`config.mk`:
```
export PLATFORM = sky130hd
export DESIGN_NAME = bundle_dispatcher
export DESIGN_NICKNAME = d
export VERILOG_FILES = /design/src/rtl/bundle_dispatcher_pkg.sv /design/src/rtl/bundle_dispatcher.sv
export SDC_FILE = /design/constraint.sdc
export NUM_CORES = 1
export LEC_CHECK = 0
export CAP_MARGIN = 10
export CORE_MARGIN = 5
export CORE_UTILIZATION = 40
export DETAILED_ROUTE_END_ITERATION = 12
export PLACE_DENSITY = 0.67
export REMOVE_ABC_BUFFERS = 1
export SETUP_SLACK_MARGIN = 0.5
export SYNTH_ARGS = -nofsm -noshare
export SYNTH_HDL_FRONTEND = slang
export SYNTH_SLANG_ARGS = --single-unit
export TNS_END_PERCENT = 10
```
`constraint.sdc`:
```
create_clock -name clk -period 5.8 [get_ports clk]
set_input_delay 1.45 -clock clk [delete_from_list [all_inputs] [get_ports clk]]
set_output_delay 1.45 -clock clk [all_outputs]
set_load 0.005 [all_outputs]
```
`src/rtl/bundle_dispatcher_pkg.sv`:
```
// rtl/bundle_dispatcher_pkg.sv - shared widths, state encoding and beat slice helper
package bundle_dispatcher_pkg;

  localparam int BUNDLE_W = 256;
  localparam int INSTR_W  = 32;
  localparam int ISSUE_W  = 2;
  localparam int BEAT_W   = INSTR_W * ISSUE_W;
  localparam int BEATS    = BUNDLE_W / BEAT_W;

  typedef enum logic [1:0] {
    IDLE = 2'd0,
    REQ  = 2'd1,
    WAIT = 2'd2,
    DISP = 2'd3
  } state_e;

  // Slot 0 of a beat sits in the low instruction word, slot 1 directly above it.
  function automatic logic [BEAT_W-1:0] beat_slice(input logic [BUNDLE_W-1:0] b,
                                                   input logic [1:0] beat);
    return b[int'(beat)*BEAT_W +: BEAT_W];
  endfunction

endpackage

```
`src/rtl/bundle_dispatcher.sv`:
```
// rtl/bundle_dispatcher.sv - pops one bundle from the fetch queue and issues it to decode beat by beat
module bundle_dispatcher
  import bundle_dispatcher_pkg::*;
(
  input  logic                clk,
  input  logic                rst,
  input  logic                q_empty,
  output logic                q_rd,
  input  logic [BUNDLE_W-1:0] q_rdata,
  input  logic                flush,
  input  logic                out_ready,
  output logic                out_valid,
  output logic [BEAT_W-1:0]   out_instr,
  output logic [1:0]          out_beat,
  output logic [15:0]         bundles_done
);

  state_e                state_q;
  logic                  rd_q;
  logic                  valid_q;
  logic [1:0]            beat_q;
  logic [1:0]            beat_d;
  logic [BEAT_W-1:0]     instr_q;
  logic [BUNDLE_W-1:0]   buf_q;
  logic [15:0]           done_q;
  logic                  last_beat;

  assign beat_d    = beat_q + 2'd1;
  assign last_beat = (beat_q == 2'(BEATS - 1));

  always_ff @(posedge clk) begin
    if (rst) begin
      state_q <= IDLE;
      rd_q    <= 1'b0;
      valid_q <= 1'b0;
      beat_q  <= 2'd0;
      instr_q <= '0;
      buf_q   <= '0;
      done_q  <= 16'd0;
    end else if (flush) begin
      // Any pop already issued is abandoned; buffer and count are left alone.
      state_q <= IDLE;
      rd_q    <= 1'b0;
      valid_q <= 1'b0;
      beat_q  <= 2'd0;
    end else begin
      case (state_q)
        IDLE: begin
          if (!q_empty) begin
            state_q <= REQ;
            rd_q    <= 1'b1;
          end
        end
        REQ: begin
          rd_q    <= 1'b0;
          state_q <= WAIT;
        end
        WAIT: begin
          buf_q   <= q_rdata;
          instr_q <= beat_slice(q_rdata, 2'd0);
          beat_q  <= 2'd0;
          valid_q <= 1'b1;
          state_q <= DISP;
        end
        DISP: begin
          if (out_ready) begin
            if (last_beat) begin
              // Next pop is only requested off a fresh non-empty sample.
              done_q  <= done_q + 16'd1;
              beat_q  <= 2'd0;
              valid_q <= 1'b0;
              if (!q_empty) begin
                state_q <= REQ;
                rd_q    <= 1'b1;
              end else begin
                state_q <= IDLE;
              end
            end else begin
              beat_q  <= beat_d;
              instr_q <= beat_slice(buf_q, beat_d);
            end
          end
        end
        default: state_q <= IDLE;
      endcase
    end
  end

  assign q_rd         = rd_q;
  assign out_valid    = valid_q;
  assign out_instr    = instr_q;
  assign out_beat     = beat_q;
  assign bundles_done = done_q;

endmodule

```
run_1/placement_by_type.png
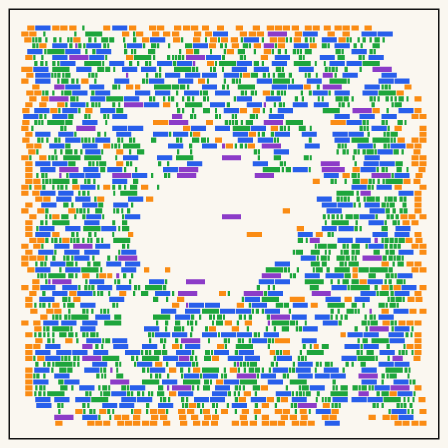
class	colour	cells
clock drivers and dummy loads	purple	67
sequential cells	blue	342
combinational and other logic	green	1,128
remaining buffers and delay cells	orange	359
Finished Core Util: 55.0%
row cnt: 68
Final Instance Area: 19,000 sq um

run_1/layer_met3.png
The bar under the picture is 50 um long.
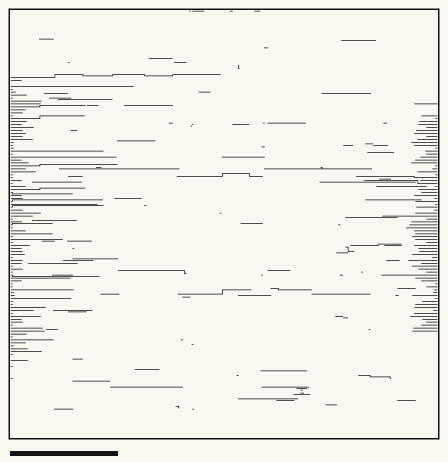
wire length on this layer	2,920 um
nets with wire on the layer	225
share of all routed wire	7.3%
main direction	horizontal
Total Wirelength: 40.0 mm
Vias: 12,128
GRT met3 Usage: 5.01%

==> reports/qor.yml, run 1 <==
status:
  status: "completed"
cells_and_area:
  sh_comb_area_pct: 35.2
  clkCellAreaFrac_pct: 6.59
  inv_count: 10
  n_antenna_cell: 0
  lay_top_count: "nand2_1"
  syn2layout_area_growth_pct: 35.5
  drive_above_1_share_pct: 7.75
  largest_class: "registers"
  fin_nets: 2138
  lay_top_cells: "nand2_1 (519), clkdlybuf4s50_1 (343), dfxtp_1 (341)"
  n_fill_cell: 3129
  final-nonclk-buf-share_pct: 19.0
  seq_area_sq_um: 6850
clock_tree:
  clock.latency.late_pin_ps: 510
  cts-buffers-inserted: 38
  tritoncts: "built"
  root_buffer: "clkbuf_16"
  clock_sinks: 342
  ctsHtreeMaxLevel: 2
  post-cts-setup-buffer-count: 0
critical_path:
  ff2ff_path_depth: 5
  startpoint_type: "flop"
  crit_cells: 1
  end_kind: "primary output"
  worst_r2r_endpoint: "out_instr[32]$_SDFFE_PP0P_"
  r2r-start: "out_beat[0]$_SDFFE_PP0P_"
  critPathMaxStageDelay_ps: 750
  endpoint: "out_beat[0]"
  worstPathCellList: "clkdlybuf4s50_1"
  cp.required_ps: 4350
  crit_type: "reg -> out"
  rrSetupSlack_ps: 2810
  crit_family: "flip-flops"
  cp_max_fo: 36
  path_buffers: 1
power:
  leakage_nw: 6.04
  p_sw_mw: 1.08
  cellInternalPower_mw: 4.04
  peakVddDrop_uv: 181
  p_clk_share_pct: 46.8
  pg_seq_mw: 2.38
  top_power_group: "the clock network"
  pwr_density_cell_nw_per_um2: 269
run:
  tool_warnings: 38
  maxCapViolations: 0
global_routing:
  grt_max_degree: 136
  grt_pass1_vias: 11809
  grt_pass1_wl_mm: 62.9
  track_usage_pct: 19.6
  met2_usage_pct: 32.5
  grt_use_met1_pct: 26.1
  antenna_found_initial: 5
  overflow: 0
logic_synthesis:
  syn_avg_cell_area_sq_um: 8.76
  top_cells_by_area: "dfxtp_1 (49%), nand2_1 (14%), mux4_2 (10%)"
  simple_gate_area_share_pct: 17.4
  synth-compound-area-share_pct: 13.7
  adder_share_pct: 0.713
  ys_sh_xor_pct: 0.437
  synth-edff-count: 0
  logic_family: "simple AND/OR/NAND/NOR gates"
  mux_share_pct: 15.0
  synth_top_area_share_pct: 48.8
  netlist_area_sq_um: 14000
  yosysTopAreaCell: "dfxtp_1"
  synth_cell_types: 35
  yosys_warnings: 0
  yosysCellCount: 1603
  most_common_cell: "nand2_1"
  ys_area_sq_um: 14000
  ys_ff: 342
  ys_seq_share_pct: 48.8
sta:
  rsz0062_at_grt: "false"
  slew_violations: 0
  timing.fmax_mhz: 294
  tightest_slew_ps: 918
  clock-skew-final_ps: 10.5
  setup_tns_ps: 0
  relSlewSlack_pct: 38.8
  final.period_utilization_pct: 58.7
  whs_ps: 448
  fin_ws_ps: 2390
  final_hold_viol_count: 0
detailed_routing:
  drt-met1-wl_mm: 17.3
  met3_length_mm: 2.92
  drtAntennaViolNets: 0
  post_drt_wl_per_cell_um: 17.0
  viasPerCell: 5.16
  top_layer: "met5"
  drc: 0
die:
  fp-utilization_pct: 40.6
  fp.dieH_um: 197
  nWellTaps: 455
  fp.coreArea_sq_um: 34600
  die-area_sq_um: 39000
  num_io_pins: 345
  die_w_um: 197
placement:
  detailed_place_hpwl_mm: 26.4
  numPortBuffers: 344
  gp_congestion: 0.776
  post-place-ws_ps: 2070
run_1/flops_by_reg.png
The bar under the picture is 50 um long. Other sequential cells in the stronger grey, the rest of the logic in the fainter grey.
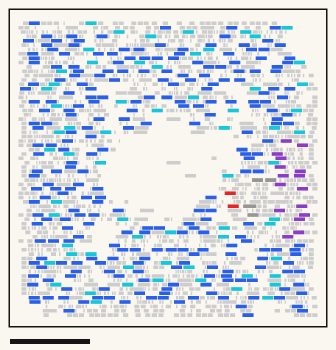
netlist name	colour	sequential cells
bundles_done	purple	16
state_q	red	2
buf_q	blue	256
out_instr	cyan	64
not coloured	4

run 1: kinds of logic after synthesis:
logic type / count (synthesis)
muxes: 131
AOI/OAI and AO/OA: 345
buffers and inverters: 143
adders and majority gates: 8
DFF: 342
and+or+nand+nor: 627
xor gates and xnor gates: 7
run 1: flip-flops by register name, summed over array words and instances (netlist names):
signal and cells:
buf_q 256, q_rd 1, out_valid 1, state_q 2
out_beat 2, out_instr 64, bundles_done 16
run 1: metrics by stage:
stage	std cells	power [mW]	instance area, sq um
floorplan	1470	2.51	13500
finish	2351	5.11	19000
detailed placement	2284	2.77	17800
global route	2351	5.29	19000
global placement	2284	2.77	17800
CTS	2351	5.17	19000
run_1/placement.png
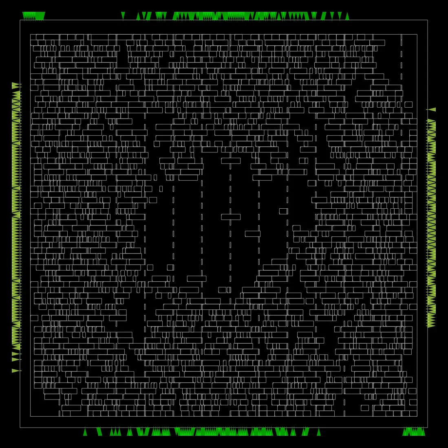

==> run 2: changes to the inputs <==
==> constraint.sdc (replaced) <==
create_clock -name clk -period 3.5 [get_ports clk]
set_input_delay 0.875 -clock clk [delete_from_list [all_inputs] [get_ports clk]]
set_output_delay 0.875 -clock clk [all_outputs]
set_load 0.005 [all_outputs]
run_2/placement.png
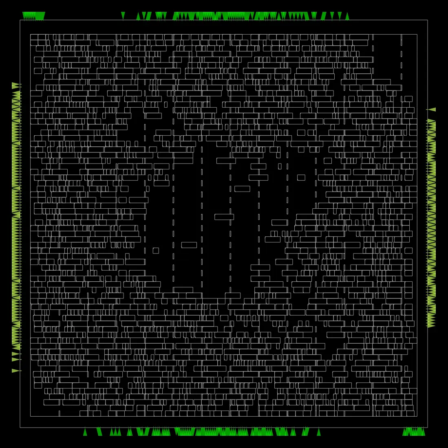
# Taps: 455
fill count: 3,125

==> run 2 against run 1 <==
Compared with the run above:
- worst setup slack worse by 1700 ps
- critical path type unchanged
- critical endpoint unchanged
- utilization up 0.35 points
- first-iteration DRC count grew 7.6%
- power is 63% higher
- cell area grew 0.64%
- critical path depth is 1 higher
- global-route usage is 0.13 points higher
- clock power is 61% higher
- hold slack improved by 2.6 ps
==> reports/qor.yml, run 2 <==
die:
  fp-utilization_pct: 40.6  # unchanged
  fp.dieH_um: 197  # unchanged
  fp.coreArea_sq_um: 34600  # unchanged
  die-area_sq_um: 39000  # unchanged
  num_io_pins: 345  # unchanged
placement:
  gp_congestion: 0.807  # +3.9%
  numPortBuffers: 344  # unchanged
  dp.cells: 2294  # +0.44%
  post-place-ws_ps: 363  # -1710 ps
cells_and_area:
  fin_nets: 2148  # +0.47%
  inv_count: 10  # unchanged
  design_area_sq_um: 19200  # +0.64%
  largest_class: "registers"
  n_antenna_cell: 0  # unchanged
  largest_reg_flops: 256  # unchanged
  registers.top_by_ff_count: "buf_q"
  clkCellAreaFrac_pct: 6.27  # -0.32 points
  lay_top_cells: "nand2_1 (519), clkdlybuf4s50_1 (343), dfxtp_1 (341)"
  drive_above_1_share_pct: 8.16  # +0.40 points
sta:
  final.period_utilization_pct: 80.3
  setup_tns_ps: 0  # unchanged
  rsz0062_at_grt: "false"
  relSlewSlack_pct: 41.9  # +3.1 points
  fin_ws_ps: 691  # -1700 ps
  final_hold_viol_count: 0  # unchanged
  timing.fmax_mhz: 356
  tightest_slew_ps: 871  # -47.0 ps
  slew_violations: 0  # unchanged
critical_path:
  end_kind: "primary output"
  path_buffers: 2  # +1
  worst_r2r_endpoint: "bundles_done[15]$_SDFFE_PP0P_"
  startpoint_type: "flop"
  r2r-start: "state_q[1]$_SDFFE_PP0P_"
  rrSetupSlack_ps: 1000  # -1810 ps
  worstPathCellList: "buf_12 -> clkdlybuf4s50_1"
global_routing:
  antenna_found_initial: 3  # -2
  grt_max_degree: 129  # -5.1%
  grt_pass1_vias: 12093  # +2.4%
  overflow: 0  # unchanged
run:
  tool_warnings: 36  # -5.3%
logic_synthesis:
  ys_sh_xor_pct: 0.437  # unchanged
  synth-compound-area-share_pct: 13.7  # unchanged
  mux_share_pct: 15.0  # unchanged
  synth_top_area_share_pct: 48.8  # unchanged
  top_cells_by_area: "dfxtp_1 (49%), nand2_1 (14%), mux4_2 (10%)"
  adder_share_pct: 0.713  # unchanged
  ys_seq_share_pct: 48.8  # unchanged
  yosys_warnings: 0  # unchanged
  ys_ff: 342  # unchanged
  synth_cell_types: 35  # unchanged
  syn_avg_cell_area_sq_um: 8.76  # unchanged
  yosysCellCount: 1603  # unchanged
clock_tree:
  tritoncts: "built"
  cts-buffers-inserted: 38  # unchanged
  ctsHtreeMaxLevel: 2  # unchanged
  clock_sinks: 342  # unchanged
  root_buffer: "clkbuf_16"
detailed_routing:
  top_layer: "met5"
  drtAntennaViolNets: 0  # unchanged
  drt-met1-wl_mm: 17.0  # -1.5%
  wirelength_mm: 39.9  # -0.26%
power:
  top_power_group: "registers"
  fin_total_pwr_mw: 8.36  # +63%
  peakVddDrop_uv: 304  # +67%
  pg_seq_mw: 3.95  # +66%
  cellInternalPower_mw: 6.60  # +63%
status:
  status: "completed"
run_2/layer_met3.png
The bar under the picture is 50 um long.
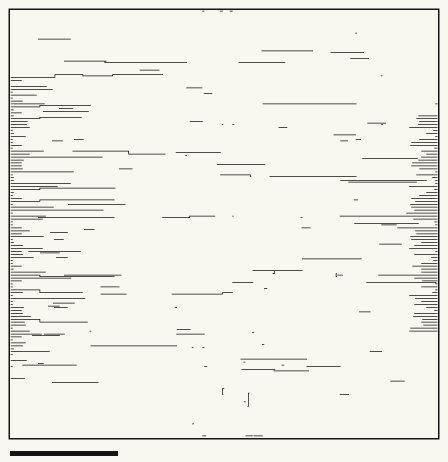
longest straight run	44.7 um
wire length on this layer	2,820 um
main direction	horizontal
share of all routed wire	7.1%
nets with wire on the layer	223

## run 2: worst max-delay path by stage
stage | from | endpoint | cells past startpoint | slack, ps
6_report | out_beat[0]$_SDFFE_PP0P_ | out_beat[0] | 2 | 690
4_1_cts | out_beat[0]$_SDFFE_PP0P_ | out_beat[0] | 2 | 660
3_3_place_gp | out_ready | bundles_done[15]$_SDFFE_PP0P_ | 5 | 420
5_1_grt | out_beat[0]$_SDFFE_PP0P_ | out_beat[0] | 2 | 630
2_1_floorplan | flush | buf_q[0]$_SDFFE_PP0P_ | 3 | -6010
3_5_place_dp | out_ready | bundles_done[15]$_SDFFE_PP0P_ | 5 | 360
run_2/flops_by_reg.png
The bar under the picture is 50 um long. Other sequential cells in the stronger grey, the rest of the logic in the fainter grey.
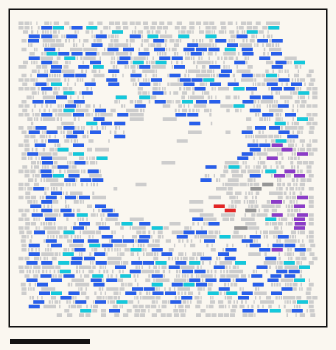

==> run 3: changes to the inputs <==
--- a/config.mk
+++ b/config.mk
@@ -9,7 +9,7 @@
 export CORE_MARGIN = 5
 export CORE_UTILIZATION = 40
 export DETAILED_ROUTE_END_ITERATION = 12
-export PLACE_DENSITY = 0.67
+export PLACE_DENSITY = 0.7
 export REMOVE_ABC_BUFFERS = 1
 export SETUP_SLACK_MARGIN = 0.5
 export SYNTH_ARGS = -nofsm -noshare
==> constraint.sdc (replaced) <==
create_clock -name clk -period 2.3 [get_ports clk]
set_input_delay 0.575 -clock clk [delete_from_list [all_inputs] [get_ports clk]]
set_output_delay 0.575 -clock clk [all_outputs]
set_load 0.005 [all_outputs]
run_3/flops_by_reg.png
The bar under the picture is 50 um long. Other sequential cells in the stronger grey, the rest of the logic in the fainter grey.
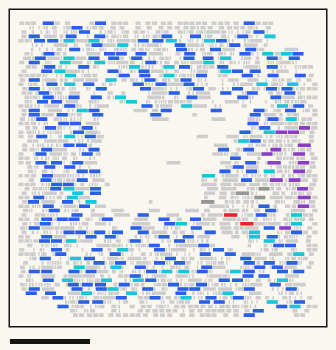
netlist name	colour	sequential cells
bundles_done	purple	16
buf_q	blue	256
state_q	red	2
out_instr	cyan	64

run_3/layer_met3.png
The bar under the picture is 50 um long.
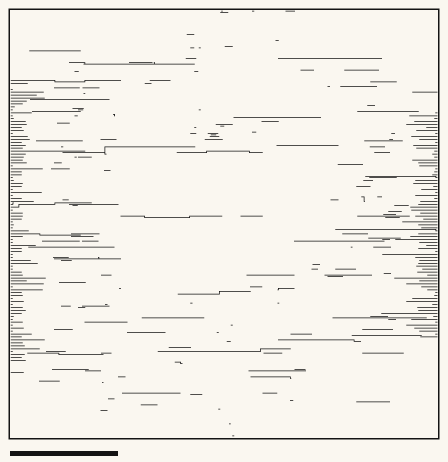
nets with wire on the layer	260
main direction	horizontal
longest straight run	51.1 um

==> run 3 against run 2 <==
Compared with the run above:
- global-route usage increased by 1.7 points
- clock-buffer cell count rose by 6
- sequential share of layout area is 1.7 points lower
- cell area up 5.6%
- combinational power is 62% higher
- final cell count is 2.8% higher
- critical path type unchanged
- register-to-register slack worse by 630 ps
- non-clock buffer count rose by 59
- wire length up 11%
- utilization rose by 3.1 points
==> reports/qor.yml, run 3 <==
sta:
  slew_violations: 0  # unchanged
  whs_ps: 451
  final_hold_viol_count: 0  # unchanged
  fin_ws_ps: 295  # -395 ps
  setup_tns_ps: 0  # unchanged
  min_period_ps: 2000
  tightest_slew_ps: 530  # -342 ps
  final.period_utilization_pct: 87.2
  rsz0062_at_grt: "true"
  timing.fmax_mhz: 499
  clock-skew-final_ps: 10.3
  relSlewSlack_pct: 64.7  # +23 points
critical_path:
  rrSetupSlack_ps: 370  # -630 ps
  endpoint: "out_instr[49]"
  path_buffers: 1  # -1
  worstPathCellList: "clkdlybuf4s50_1"
  crit_family: "buffers and inverters"
  end_kind: "primary output"
  crit_type: "reg -> out"
  startpoint_type: "flop"
  r2r-start: "out_beat[0]$_SDFFE_PP0P_"
  crit_cells: 1  # -1
  critPathMaxStageDelay_ps: 540
  startpoint: "out_instr[49]$_SDFFE_PP0P_"
  worst_r2r_endpoint: "out_instr[45]$_SDFFE_PP0P_"
detailed_routing:
  drtAntennaViolNets: 0  # unchanged
  drc: 0
  drt-met1-wl_mm: 19.0  # +11%
  viasPerCell: 5.24
  top_layer: "met5"
  routed-wl-met2_mm: 21.1
  wirelength_mm: 44.2  # +11%
clock_tree:
  root_buffer: "clkbuf_16"
  ctsHtreeMaxLevel: 2  # unchanged
  tritoncts: "built"
  clock_sinks: 342  # unchanged
  clock_path_buffers: 3
  cts-buffers-inserted: 39  # +2.6%
logic_synthesis:
  top_cells_by_area: "dfxtp_1 (49%), nand2_1 (14%), mux4_2 (10%)"
  synth-compound-area-share_pct: 13.7  # unchanged
  synth_top_area_share_pct: 48.8  # unchanged
  ys_seq_share_pct: 48.8  # unchanged
  ys_area_sq_um: 14000
  synth_cell_types: 35  # unchanged
  ys_ff: 342  # unchanged
  syn_inst: 1603
  most_common_cell: "nand2_1"
  mux_share_pct: 15.0  # unchanged
  yosysCellCount: 1603  # unchanged
  ys_sh_xor_pct: 0.437  # unchanged
  adder_share_pct: 0.713  # unchanged
  syn_avg_cell_area_sq_um: 8.76  # unchanged
  yosys_warnings: 0  # unchanged
cells_and_area:
  signal_buffers: 428
  seq_area_sq_um: 6890
  final_util_pct: 58.4
  n_antenna_cell: 1  # +1
  syn2layout_area_growth_pct: 44.1
  drive_above_1_share_pct: 12.4  # +4.3 points
  largest_class: "registers"
  n_fill_cell: 2976  # -4.8%
  registers.top_by_ff_count: "buf_q"
  area.share.sequential_pct: 34.1
  design_area_sq_um: 20200  # +5.6%
  lay_top_cells: "nand2_1 (519), clkdlybuf4s50_1 (329), dfxtp_1 (326)"
  fin_nets: 2208  # +2.8%
  clkCellAreaFrac_pct: 5.98  # -0.28 points
  largest_reg_flops: 256  # unchanged
  inv_count: 10  # unchanged
die:
  fp-utilization_pct: 40.6  # unchanged
  die-area_sq_um: 39000  # unchanged
  num_io_pins: 345  # unchanged
  fp.dieH_um: 197  # unchanged
  fp.coreArea_sq_um: 34600  # unchanged
  nWellTaps: 455  # unchanged
placement:
  dp.cells: 2321  # +1.2%
  post-place-ws_ps: -255  # -618 ps
  gp_congestion: 0.814  # +0.82%
  numPortBuffers: 344  # unchanged
  detailed_place_hpwl_mm: 28.1
power:
  peakVddDrop_uv: 451  # +49%
  fin_total_pwr_mw: 12.8  # +53%
  leakage_nw: 6.77
hold_path:
  hold_path_end: "buf_q[60]$_SDFFE_PP0P_"
status:
  status: "completed"
run:
  tool_warnings: 32  # -11%
  maxCapViolations: 0
global_routing:
  antenna_found_initial: 2  # -1
  grt_use_met1_pct: 29.1
  grt_max_degree: 79  # -39%
  overflow: 0  # unchanged
  grt_pass1_vias: 12763  # +5.5%
[run 3: cell count changes in the layout (fill, tap and decap cells not counted), moves of 8 or more]
| cell | change |
|---|---|
| buf_12 | +13 |
| buf_16 | +10 |
| buf_4 | +26 |
| clkdlybuf4s50_1 | -14 |
| dfxtp_1 | -15 |
| dfxtp_4 | +8 |
| dlymetal6s2s_1 | +10 |
[run 3: timing repair]
action                                  CTS  global route
buffers inserted                         11             9
endpoints found under the setup margin  255           162
pin swaps                                 3            10
cloned                                    7             5
resized                                  32            34
[run 3: power breakdown]
part / internal [mW] / switching [mW]
registers: 5.97 / 0.0330
logic: 0.554 / 0.357
clock network: 3.51 / 2.40
Power and IR drop assume default switching activity.
